$ cat config.mk
export PLATFORM = sky130hd
export DESIGN_NAME = axis_rr_arbiter
export DESIGN_NICKNAME = d
export VERILOG_FILES = /design/src/rtl/axis_arb_pkg.sv /design/src/rtl/rr_priority_select.sv /design/src/rtl/axis_rr_arbiter.sv
export SDC_FILE = /design/constraint.sdc
export NUM_CORES = 1
export LEC_CHECK = 0
export CORE_MARGIN = 3
export CORE_UTILIZATION = 65
export CTS_CLUSTER_DIAMETER = 40
export DETAILED_ROUTE_END_ITERATION = 6
export DONT_BUFFER_PORTS = 1
export GPL_TIMING_DRIVEN = 0
export PLACE_DENSITY = 0.89
export SETUP_SLACK_MARGIN = 0.4
export SLEW_MARGIN = 20
export SYNTH_ARGS = -nofsm -noshare
export SYNTH_HDL_FRONTEND = slang
export SYNTH_SLANG_ARGS = --single-unit
$ cat constraint.sdc
create_clock -name axi_clk -period 12.4 [get_ports axi_clk]
set_input_delay 2.48 -clock axi_clk [delete_from_list [all_inputs] [get_ports axi_clk]]
set_output_delay 2.48 -clock axi_clk [all_outputs]
set_load 0.005 [all_outputs]
$ cat src/rtl/axis_arb_pkg.sv
// Shared definitions for the AXI-Stream round-robin arbiter: the arbiter
// state encoding and a width helper used to size port-index fields.
package axis_arb_pkg;

    // Arbiter state: IDLE while choosing a source, BUSY while a packet streams.
    typedef enum logic {
        ST_IDLE = 1'b0,
        ST_BUSY = 1'b1
    } arb_state_t;

    // Number of bits needed to index 'value' items, never less than one so a
    // two-port arbiter still gets a real index bit.
    function automatic int clog2_min1(input int value);
        int width;
        width = 1;
        for (int w = 1; w < 32; w++) begin
            if ((1 << w) < value) begin
                width = w + 1;
            end
        end
        return width;
    endfunction

endpackage

$ cat src/rtl/rr_priority_select.sv
// Combinational round-robin pick: finds the first requester strictly after
// last_grant, wrapping around, so the port served most recently always has
// the lowest priority. Holds no state; the owner keeps last_grant.
module rr_priority_select #(
    parameter int NUM_PORTS = 4,
    parameter int IDX_WIDTH = 2
) (
    input  logic [NUM_PORTS-1:0] req,
    input  logic [IDX_WIDTH-1:0] last_grant,
    output logic [IDX_WIDTH-1:0] winner,
    output logic                 any_req
);

    // Walk offsets from the farthest position back toward last_grant+1, so the
    // nearest requester after last_grant is the last one written and wins.
    always_comb begin
        int               candidate;
        logic [IDX_WIDTH-1:0] cand_idx;
        winner    = '0;
        any_req   = |req;
        candidate = 0;
        cand_idx  = '0;
        for (int offset = NUM_PORTS; offset >= 1; offset--) begin
            candidate = int'(last_grant) + offset;
            if (candidate >= NUM_PORTS) begin
                candidate = candidate - NUM_PORTS;
            end
            cand_idx = IDX_WIDTH'(candidate);
            if (req[cand_idx]) begin
                winner = cand_idx;
            end
        end
    end

endmodule

$ cat src/rtl/axis_rr_arbiter.sv
// Packet-granular round-robin arbiter: several AXI-Stream sources share one
// registered AXI-Stream output. A granted source owns the output until its
// TLAST beat is taken; m_axis_id tells downstream which source each beat
// came from.
module axis_rr_arbiter
    import axis_arb_pkg::*;
#(
    parameter int DATA_WIDTH = 32,
    parameter int NUM_PORTS  = 4,
    parameter int ID_WIDTH   = 2
) (
    input  logic                            axi_clk,
    input  logic                            axi_reset,
    input  logic [NUM_PORTS-1:0]            s_axis_valid,
    input  logic [NUM_PORTS*DATA_WIDTH-1:0] s_axis_data,
    input  logic [NUM_PORTS-1:0]            s_axis_last,
    output logic [NUM_PORTS-1:0]            s_axis_ready,
    output logic                            m_axis_valid,
    output logic [DATA_WIDTH-1:0]           m_axis_data,
    output logic                            m_axis_last,
    output logic [ID_WIDTH-1:0]             m_axis_id,
    input  logic                            m_axis_ready
);

    // Internal port index width; m_axis_id is that index fitted to ID_WIDTH.
    localparam int IDX_W  = clog2_min1(NUM_PORTS);
    localparam int COPY_W = (ID_WIDTH < IDX_W) ? ID_WIDTH : IDX_W;
    localparam logic [IDX_W-1:0] LAST_PORT = IDX_W'(NUM_PORTS - 1);

    arb_state_t            state;
    arb_state_t            state_next;
    logic [IDX_W-1:0]      grant;
    logic [IDX_W-1:0]      grant_next;
    logic [IDX_W-1:0]      last_grant;
    logic [IDX_W-1:0]      last_grant_next;
    logic [IDX_W-1:0]      rr_winner;
    logic                  rr_any_req;
    logic                  out_free;
    logic                  beat_accept;
    logic                  sel_valid;
    logic                  sel_last;
    logic [DATA_WIDTH-1:0] sel_data;
    logic [ID_WIDTH-1:0]   grant_id;

    rr_priority_select #(
        .NUM_PORTS (NUM_PORTS),
        .IDX_WIDTH (IDX_W)
    ) u_rr_select (
        .req        (s_axis_valid),
        .last_grant (last_grant),
        .winner     (rr_winner),
        .any_req    (rr_any_req)
    );

    // The output stage can take a new beat when empty or draining this cycle.
    assign out_free = ~m_axis_valid | m_axis_ready;

    // Route the granted source's valid, data and last toward the output stage.
    always_comb begin
        sel_valid = 1'b0;
        sel_last  = 1'b0;
        sel_data  = '0;
        for (int p = 0; p < NUM_PORTS; p++) begin
            if (grant == IDX_W'(p)) begin
                sel_valid = s_axis_valid[p];
                sel_last  = s_axis_last[p];
                sel_data  = s_axis_data[p*DATA_WIDTH +: DATA_WIDTH];
            end
        end
    end

    // Only the granted source sees ready, and only while the output has room;
    // every source is held off while the arbiter is choosing.
    always_comb begin
        s_axis_ready = '0;
        if (state == ST_BUSY) begin
            for (int p = 0; p < NUM_PORTS; p++) begin
                if (grant == IDX_W'(p)) begin
                    s_axis_ready[p] = out_free;
                end
            end
        end
    end

    assign beat_accept = (state == ST_BUSY) & sel_valid & out_free;

    // Next-state logic: pick a winner from IDLE, release on the TLAST accept.
    // Gaps in the granted source's valid simply keep the grant.
    always_comb begin
        state_next      = state;
        grant_next      = grant;
        last_grant_next = last_grant;
        case (state)
            ST_IDLE: begin
                if (rr_any_req) begin
                    grant_next = rr_winner;
                    state_next = ST_BUSY;
                end
            end
            ST_BUSY: begin
                if (beat_accept && sel_last) begin
                    last_grant_next = grant;
                    state_next      = ST_IDLE;
                end
            end
            default: begin
                state_next = ST_IDLE;
            end
        endcase
    end

    // Arbiter state registers; reset leaves port 0 with first priority and
    // abandons any packet in flight.
    always_ff @(posedge axi_clk) begin
        if (axi_reset) begin
            state      <= ST_IDLE;
            grant      <= '0;
            last_grant <= LAST_PORT;
        end else begin
            state      <= state_next;
            grant      <= grant_next;
            last_grant <= last_grant_next;
        end
    end

    // Zero-extend or truncate the grant index into the ID sideband width.
    always_comb begin
        grant_id = '0;
        for (int b = 0; b < COPY_W; b++) begin
            grant_id[b] = grant[b];
        end
    end

    // Output register: load on accept, drop valid once drained with nothing
    // new, otherwise hold so data and last stay stable under backpressure.
    always_ff @(posedge axi_clk) begin
        if (axi_reset) begin
            m_axis_valid <= 1'b0;
            m_axis_data  <= '0;
            m_axis_last  <= 1'b0;
            m_axis_id    <= '0;
        end else if (beat_accept) begin
            m_axis_valid <= 1'b1;
            m_axis_data  <= sel_data;
            m_axis_last  <= sel_last;
            m_axis_id    <= grant_id;
        end else if (m_axis_ready) begin
            m_axis_valid <= 1'b0;
        end
    end

endmodule

Congestion heat map:
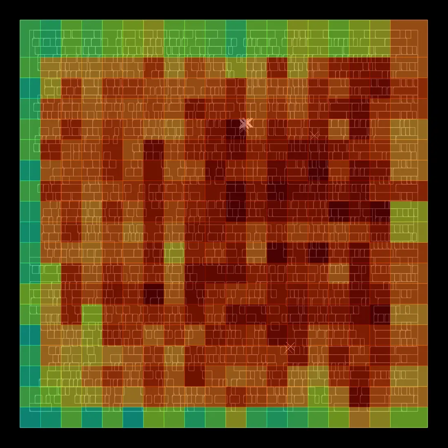
overall routing resource usage: 51.0%
Final Util: 70.5%

Metal layers overlaid:
Scale bar: 50 um. Only two layers are drawn.
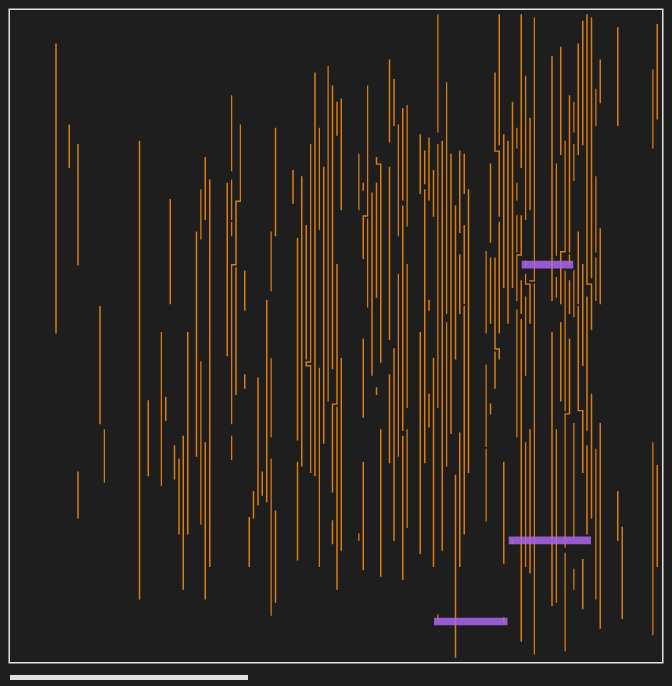
- orange: met4 (wire length 4850 um)
- purple: met5 (wire length 38.6 um)

==> notes.md <==
The run has ended; figures from its reports follow.

The required time reported for the critical path endpoint is 12.67 ns. The netlist uses 91 different library cells. Per the CTS log, the buffer count on the longest clock path is 2. The arrival time of data at the critical path endpoint came out at 5.89 ns. The buffer count from post-CTS setup fixing came out at 0.

The final weighted congestion in routability-driven placement came out at 1.14. The non-filler instance count after layout came out at 1723. The flow ran to the end, but the final reports show violations. The growth of design area from synthesis to finish came out at 5.70%. Looking at the max-slew report, the worst-margin pin has a slew of 1.20 ns.

Entering global routing, the biggest net connects 18 pins. The hold-fix buffer count after cts came out at 0. The number of warning messages in the yosys log is 0. Logic depth along the worst register-to-register path is recorded as 15. The chip area came out at 18700 um2.

The aggregate global routing overflow is 0. The checks that failed: design-rule violations. The maximum net fanout on the critical path came out at 10. The number of vias per cell is 7.69. Setup repair after global routing left no endpoint under its margin. Leaving out buffers and inverters, the combinational logic in the layout accounts for 8420 um2. The wire length of the first global-routing pass came out at 70200 um. Per the final report, max-transition violations number 0.

The width of the chip came out at 137 um. The most frequent logic cell in the layout is nor2_1. The iteration count recorded for the first detailed-route pass is 7.

Clock tree synthesis found a total of 101 sinks. The maximum level of the CTS H-tree is 3. The final number of setup-violating endpoints is 0. The worst hold slack after final layout is 0.479 ns.

The post-synthesis cell count from yosys is 1468. The top cell types in the final layout, fill and taps aside, are nor2_1 (126), nand2_1 (119), xnor2_1 (118), dfxtp_1 (101), nor3_1 (81). The via count of the first global-routing pass came out at 11300. The leakage power is 0.00409 uW. The analysis reports a worst IR drop on VDD of 0.0680 mV.

The effective utilization at floorplan came out at 66.7%. The residual DRC count came out at 42. The number of gates resized after cts is 0. The power density over the cells came out at 63.7 nW/um2.

Looking at the cell usage after synthesis, the top flip-flop cell is dfxtp_1. The kind of start point of the critical path is a flop.
Signal metal coverage by tile:
27 x 27 tiles, from white (low) to dark blue (high), scaled to the fullest tile. Values are wire area over tile area, all layers added.
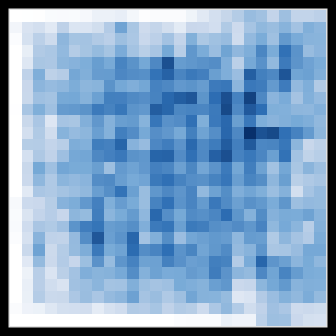
- emptiest ninth of the die: south-west
- tiles over half the peak: 41%
- fullest tile: 1.2
- nearly empty tiles: 5.3%
final wirelength: 50300 um
wire per inst: 29.2 um

Met1 routing:
Scale bar: 50 um. Cells faint in the background.
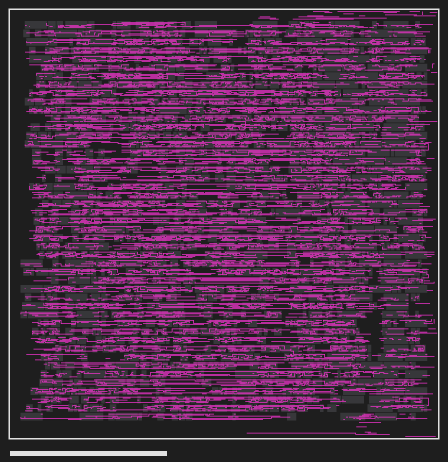
- main direction: horizontal
- longest straight run: 49.7 um
- nets with wire on the layer: 1548
- wire length on this layer: 16800 um
- share of all routed wire: 33%
via count: 13200
GR Layer Usage met1: 59.2%

## cells in the mapped netlist, types with 6 or more instances
library cell  instances  area [um2]
dfxtp_1             101        2020
a211o_1               6        52.6
o21ai_1               7        35.0
a221oi_1             15         131
o21ai_0              34         170
xnor2_1             118        1030
nor4_1               76         475
nor4_2                6        75.1
nor3_1               81         405
o31a_1               13         114
and2_1               61         382
buf_2                24         120
xor2_1               43         377
nor2_1              126         473
o21a_1               26         195
a22oi_1               8        60.1
nand4_2               7        87.6
mux2i_1               7        70.1
or3_1                22         138
and3_1               11        68.8
buf_1                10        37.5
and4_1               16         140
ha_1                 14         175
inv_1                27         101
a211oi_1             12        90.1
a21boi_0              6        45.0
o31ai_1               6        45.0
clkbuf_1             76         285
or4_1                17         128
o22ai_1               9        56.3
nand3_1              73         365
a21oi_1              66         330
buf_4                 9        67.6
mux4_2               35         788
a31oi_1              13        81.3
nand4_1              55         344
or2_2                10        62.6
nand2_1             119         447
## cell type report
cell class | count | share of cell area (%)
multi-input combinational | 1215 | 71.8
sequential | 101 | 17.2
buffer | 124 | 4.80
tap | 220 | 2.35
clock buffer | 10 | 1.95
inverter | 28 | 0.896
clock inverter | 6 | 0.586
antenna | 19 | 0.405
## through the flow
step	total power (uW)	utilization [%]
floorplan	408	-
finish	747	70.5
global route	755	70.4
detailed placement	435	68.4
CTS	727	70.2
global placement	433	68.4
## sequential cells by signal, indices dropped and copies added, names as in the netlist
| name | cells |
|---|---|
| m_axis_last | 1 |
| state | 1 |
| last_grant | 32 |
| grant | 32 |
| m_axis_data | 32 |
| m_axis_id | 2 |
| m_axis_valid | 1 |
## where the power goes
group	switching [uW]	total [uW]	internal, uW
clock network	152	310	159
registers	6.05	338	332
logic	62.9	98.7	35.8
## path summary, 6_finish.rpt
check	startpoint	endpoint	slack (ns)
max	last_grant[1]$_SDFFE_PP1P_	grant[10]$_SDFFE_PP0P_	6.78
min	m_axis_data[22]$_SDFFE_PP0P_	m_axis_data[22]$_SDFFE_PP0P_	0.48
max reg2reg	last_grant[1]$_SDFFE_PP1P_	grant[10]$_SDFFE_PP0P_	6.78
min reg2reg	m_axis_data[22]$_SDFFE_PP0P_	m_axis_data[22]$_SDFFE_PP0P_	0.48
## worst max-delay path, stage by stage, from the launching register on
cell and delay [ns]:
dfxtp_1 0.40, buf_2 0.31, inv_1 0.23, ha_1 0.28, a21oi_1 0.73, xnor2_1 0.20
inv_1 0.13, ha_1 0.17, o21ai_0 0.31, or4_1 0.72, o41ai_4 0.66, buf_6 0.24
nor3_1 0.08, xnor2_1 0.45, a221oi_1 0.25, a2111oi_2 0.35
## routing by layer
metal / share of wire [%] / track usage [%]
met1: 33 / 59.2
met2: 41 / 74.4
met3: 16 / 24.5
met4: 9.6 / 33.4
met5: 0.076 / 0
## kinds of logic after synthesis
| group | after synthesis | share of synthesized area, % |
|---|---|---|
| simple gates | 718 | 35.4 |
| compound gates | 277 | 18.0 |
| xor+xnor | 162 | 12.8 |
| buf+inv | 152 | 6.02 |
| flops | 101 | 18.2 |
| mux | 44 | 7.93 |
| fa+ha+maj | 14 | 1.58 |
Power is estimated from default activity; no workload was simulated.
